run_1/final_placement.png
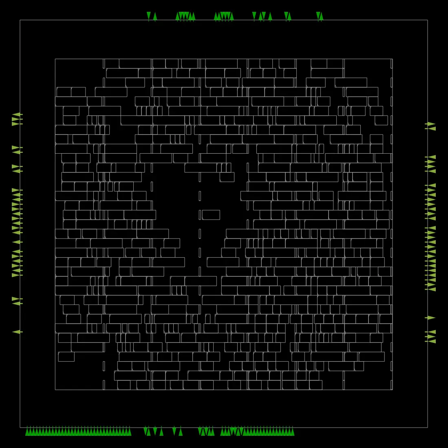
run_1/clock_map.png
Bar = 20 microns.
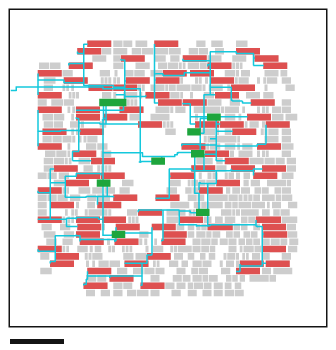
run_1/met3.png
Bar = 20 microns.
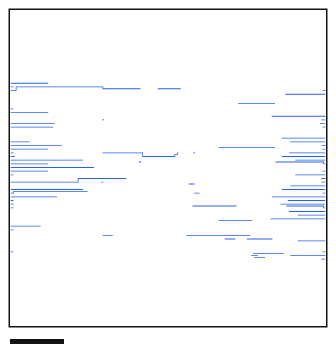
Design shift_issue_stage, sky130hd; sources not shown.
==> reports/results.ini, run 1 <==
[timing]
finalSetupViolations=36
fin_ws_ns=-0.104
final_max_slew_viol_count=0

[grt]
overflow=0
grt_max_degree=93

[floorplanning]
die_w_microns=117
coreArea_sq_um=9240
fp-utilization_pct=46.1

[run_status]
status=finished, violations left
violations=setup timing

[worst_setup_path]
cp-start-kind=flip-flop
cp.arrival_ns=2.11

[synth]
yosysWarnings=0
syn_area_sq_um=4260
edf_count=0
topCellsByArea=dfrtp_1, nand2_1, mux2_1
yosysSeqAreaShare_pct=54.1
yosys_area_sq_um=4260
synth.largest_area_cell=dfrtp_1
top_cells_by_count=nand2_1, dfrtp_1, mux2_1

[clock_tree]
clk_pin_slew_worst_paths_ns=0.10
cts_sinks=92
clock_path_buffers=2

[job]
drv_cap=0

[hold_path]
min_path_cells=2

[placement]
hpwl_mm=7.73
post-place-cells=631

[cells_and_area]
largest_reg_flops=45
n_antenna_cell=0

[drt]
drt-wirelength-per-cell_microns=17.2
first_pass_iters=4
drcViolationCount=0

[pwr]
power_leakage_nw=3.06

## Picture notes: final_placement.png
n_taps: 129
num rows: 35
flop count: 92
flop share of the area: 36.6%
Non-Filler Instances: 667

## Picture notes: clock_map.png
[flip-flops] red | count: 92
[cells driving clock nets] green | count: 9
[clock wires] cyan | length: 1,120 microns
routed clock nets: 10
flops lie: widely spread
Latency at later pin: 0.35 ns
Clk. pwr: 1.28 mW

## Picture notes: met3.png
main direction: horizontal
longest straight run: 32.2 microns
nets with wire on the layer: 70
wire length on this layer: 831 microns
share of all routed wire: 7.2%
DR vias: 3,386
DRT Wirelength: 11.5 mm

## run 1: layout by cell type, fill, tap and decap left out, types with 4 or more instances in the layout
cell,instances
a211oi_1,5
a21boi_0,5
a21oi_1,4
a2bb2oi_1,5
and3_1,5
buf_12,8
buf_4,29
buf_6,6
clkbuf_8,10
clkdlybuf4s50_1,88
dfrtp_1,90
dlymetal6s2s_1,22
mux2_1,20
mux2_2,37
mux2_4,18
nand2_1,125
o2111ai_1,10
## run 1: layer usage
metal	vias up	GRT usage (%)	share of wire [%]	routed length, microns
met5	-	0	0	0
met4	0	4.94	0.85	97
met3	10	5.50	7.2	830
met2	90	28.1	50	5710
met1	1665	19.5	42	4820
li1	1621	-	-	-
## run 1: power by group
part	leakage, nW	total (mW)	internal [mW]	switching, mW
registers	1.14	2.47	2.28	0.196
clock network	0.0914	1.28	0.617	0.663
logic	1.83	1.29	0.824	0.467
total	3.06	5.04	3.72	1.33
## run 1: kinds of logic (layout without fill, tap and decap cells)
group	count (synthesis)	count (layout)	synth area share (%)
AND-OR/OR-AND	38	38	7.20
flip-flops	92	92	54.1
buffers and inverters	24	176	2.73
multiplexers	76	76	20.1
AND/OR/NAND/NOR	156	156	16.0
## run 1: what timing repair did
| item | in CTS | in global routing |
|---|---|---|
| hold buffers | 1 | 0 |
| cloned | 1 | 0 |
| pin swaps | 0 | 2 |
| setup endpoints to repair | 43 | 107 |
| gates resized | 31 | 38 |
| hold endpoints to repair | 92 | 0 |
| setup buffers | 11 | 9 |
## run 1: worst max-delay path: stages (launching register included)
cell,delay (ns)
dfrtp_2,0.42
buf_6,0.13
buf_6,0.10
nand3b_1,0.17
a21boi_4,0.17
nor2_4,0.10
buf_12,0.14
buf_16,0.13
buf_8,0.12
mux2_4,0.29
## run 1: cell type report
type,instances,area [sq um]
multi-input combinational,270,1950
sequential,92,2300
tap,129,161
clock buffer,11,141
fill,669,2950
clock inverter,4,50.0
timing repair buffer,159,1680
inverter,2,7.51
## run 1: stage by stage
step                      setup TNS (ns)  power [mW]  utilization (%)  instance area (sq um)  worst slack, ns
after floorplan                   -90.85        2.89                -                   4150            -1.55
after global placement            -28.36        3.60             62.0                   5730           -0.380
after detailed placement          -30.14        3.66             62.0                   5730           -0.411
after CTS                          -2.07        5.01             66.2                   6120          -0.0999
after global routing               -5.33        5.33             68.1                   6290           -0.179
final                              -2.43        5.04             68.1                   6290           -0.104
==> run 1 -> run 2 <==
- CAP_MARGIN: default -> 20
- CTS_CLUSTER_DIAMETER: default -> 50
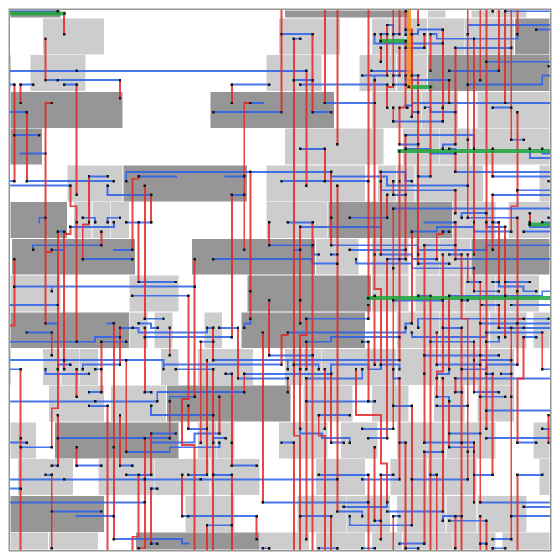
run_2/zoom.png
Window x 39 to 79, y 15 to 55 microns. Cells in gray, sequential cells in the stronger gray; small squares are vias.
[met3] green
[met2] red
[met1] blue
[met4] orange
cells with their middle in the window: 96
sequential cells in the window: 14
most frequent: nand2_1 (19), clkdlybuf4s50_1 (14), dfrtp_1 (13)

==> run 2 against run 1 <==
Net effect: the run still ends with setup timing left; die area is the same; synthesized area unchanged; sequential share of layout area did not move; final cell count unchanged; combinational power hardly changed; sequential power about the same; clock-buffer cell count unchanged; utilization stayed put; global-route usage is the same; fmax unchanged; critical endpoint unchanged; largest power group unchanged; highest routed layer unchanged.
==> reports/results.ini, run 2 <==
[run_status]
status=finished, violations left
violations=setup timing

[grt]
overflow=0
grt.total_usage_pct=16.6
grt_max_degree=93

[floorplanning]
rows=35
coreArea_sq_um=9240
die_w_microns=117

[synth]
edf_count=0
yosys_area_sq_um=4260
synth.largest_area_cell=dfrtp_1
yosysSeqAreaShare_pct=54.1
yosysWarnings=0
syn_area_sq_um=4260
top_cells_by_count=nand2_1, dfrtp_1, mux2_1

[clock_tree]
clock_path_buffers=2
cts_sinks=92
clk_latency_ns=0.35

[cells_and_area]
lay_top_cells=nand2_1, dfrtp_1, clkdlybuf4s50_1
largest_reg_flops=45
n_antenna_cell=0
lay_top_count=nand2_1

[drt]
first_pass_iters=4
wl_mm=11.5
drcViolationCount=0
num_vias=3386
drt-wirelength-per-cell_microns=17.2

[worst_setup_path]
cp-start-kind=flip-flop
cp.arrival_ns=2.11

[placement]
place_ws_ns=-0.411
hpwl_mm=7.73

[pwr]
finalPower_mw=5.04
power_leakage_nw=3.06

[job]
drv_cap=0
warning_count=59

[timing]
finalSetupViolations=36
final_max_slew_viol_count=0
fin_ws_ns=-0.104

-- run 2: cell counts after synthesis --
Identical to the previous run, type by type.
-- run 2: cell type report --
class	instances	area [sq um]
fillers	669	2950
flip-flops and latches	92	2300
multi-input cells	270	1950
repair buffers	159	1680
well taps	129	161
clock buffers	11	141
clock inverters	4	50.0
inverters	2	7.51
-- run 2: kinds of logic after synthesis --
group | synth area share [%]
buf+inv | 2.73
simple gates | 16.0
compound gates | 7.20
mux | 20.1
flops | 54.1
-- run 2: timing repair --
item,in CTS,in global routing
setup endpoints to repair,43,107
hold buffers,1,0
cloned,1,0
setup buffers,11,9
gates resized,31,38
pin swaps,0,2
hold endpoints to repair,92,0
-- run 2: layer usage --
layer / global-route usage [%] / wire [microns] / vias to the layer above
met5: 0 / 0 / -
met4: 4.94 / 97 / 0
met3: 5.50 / 830 / 10
met2: 28.1 / 5710 / 90
met1: 19.5 / 4820 / 1665
li1: - / - / 1621
-- run 2: power by group --
| part | switching (mW) | internal (mW) |
|---|---|---|
| clock network | 0.663 | 0.617 |
| logic | 0.467 | 0.824 |
| registers | 0.196 | 2.28 |
-- run 2: critical path, cell delays in order (launching register included) --
cell	delay, ns
dfrtp_2	0.42
buf_6	0.13
buf_6	0.10
nand3b_1	0.17
a21boi_4	0.17
nor2_4	0.10
buf_12	0.14
buf_16	0.13
buf_8	0.12
mux2_4	0.29
-- run 2: through the flow --
step	TNS [ns]	instance area, sq um	util (%)	cells
6_report	-2.43	6290	68.1	667
5_1_grt	-5.33	6290	68.1	667
4_1_cts	-2.07	6120	66.2	659
3_5_place_dp	-30.14	5730	62.0	631
3_3_place_gp	-28.36	5730	62.0	631
2_1_floorplan	-90.85	4150	-	364
Power and IR drop assume default switching activity.
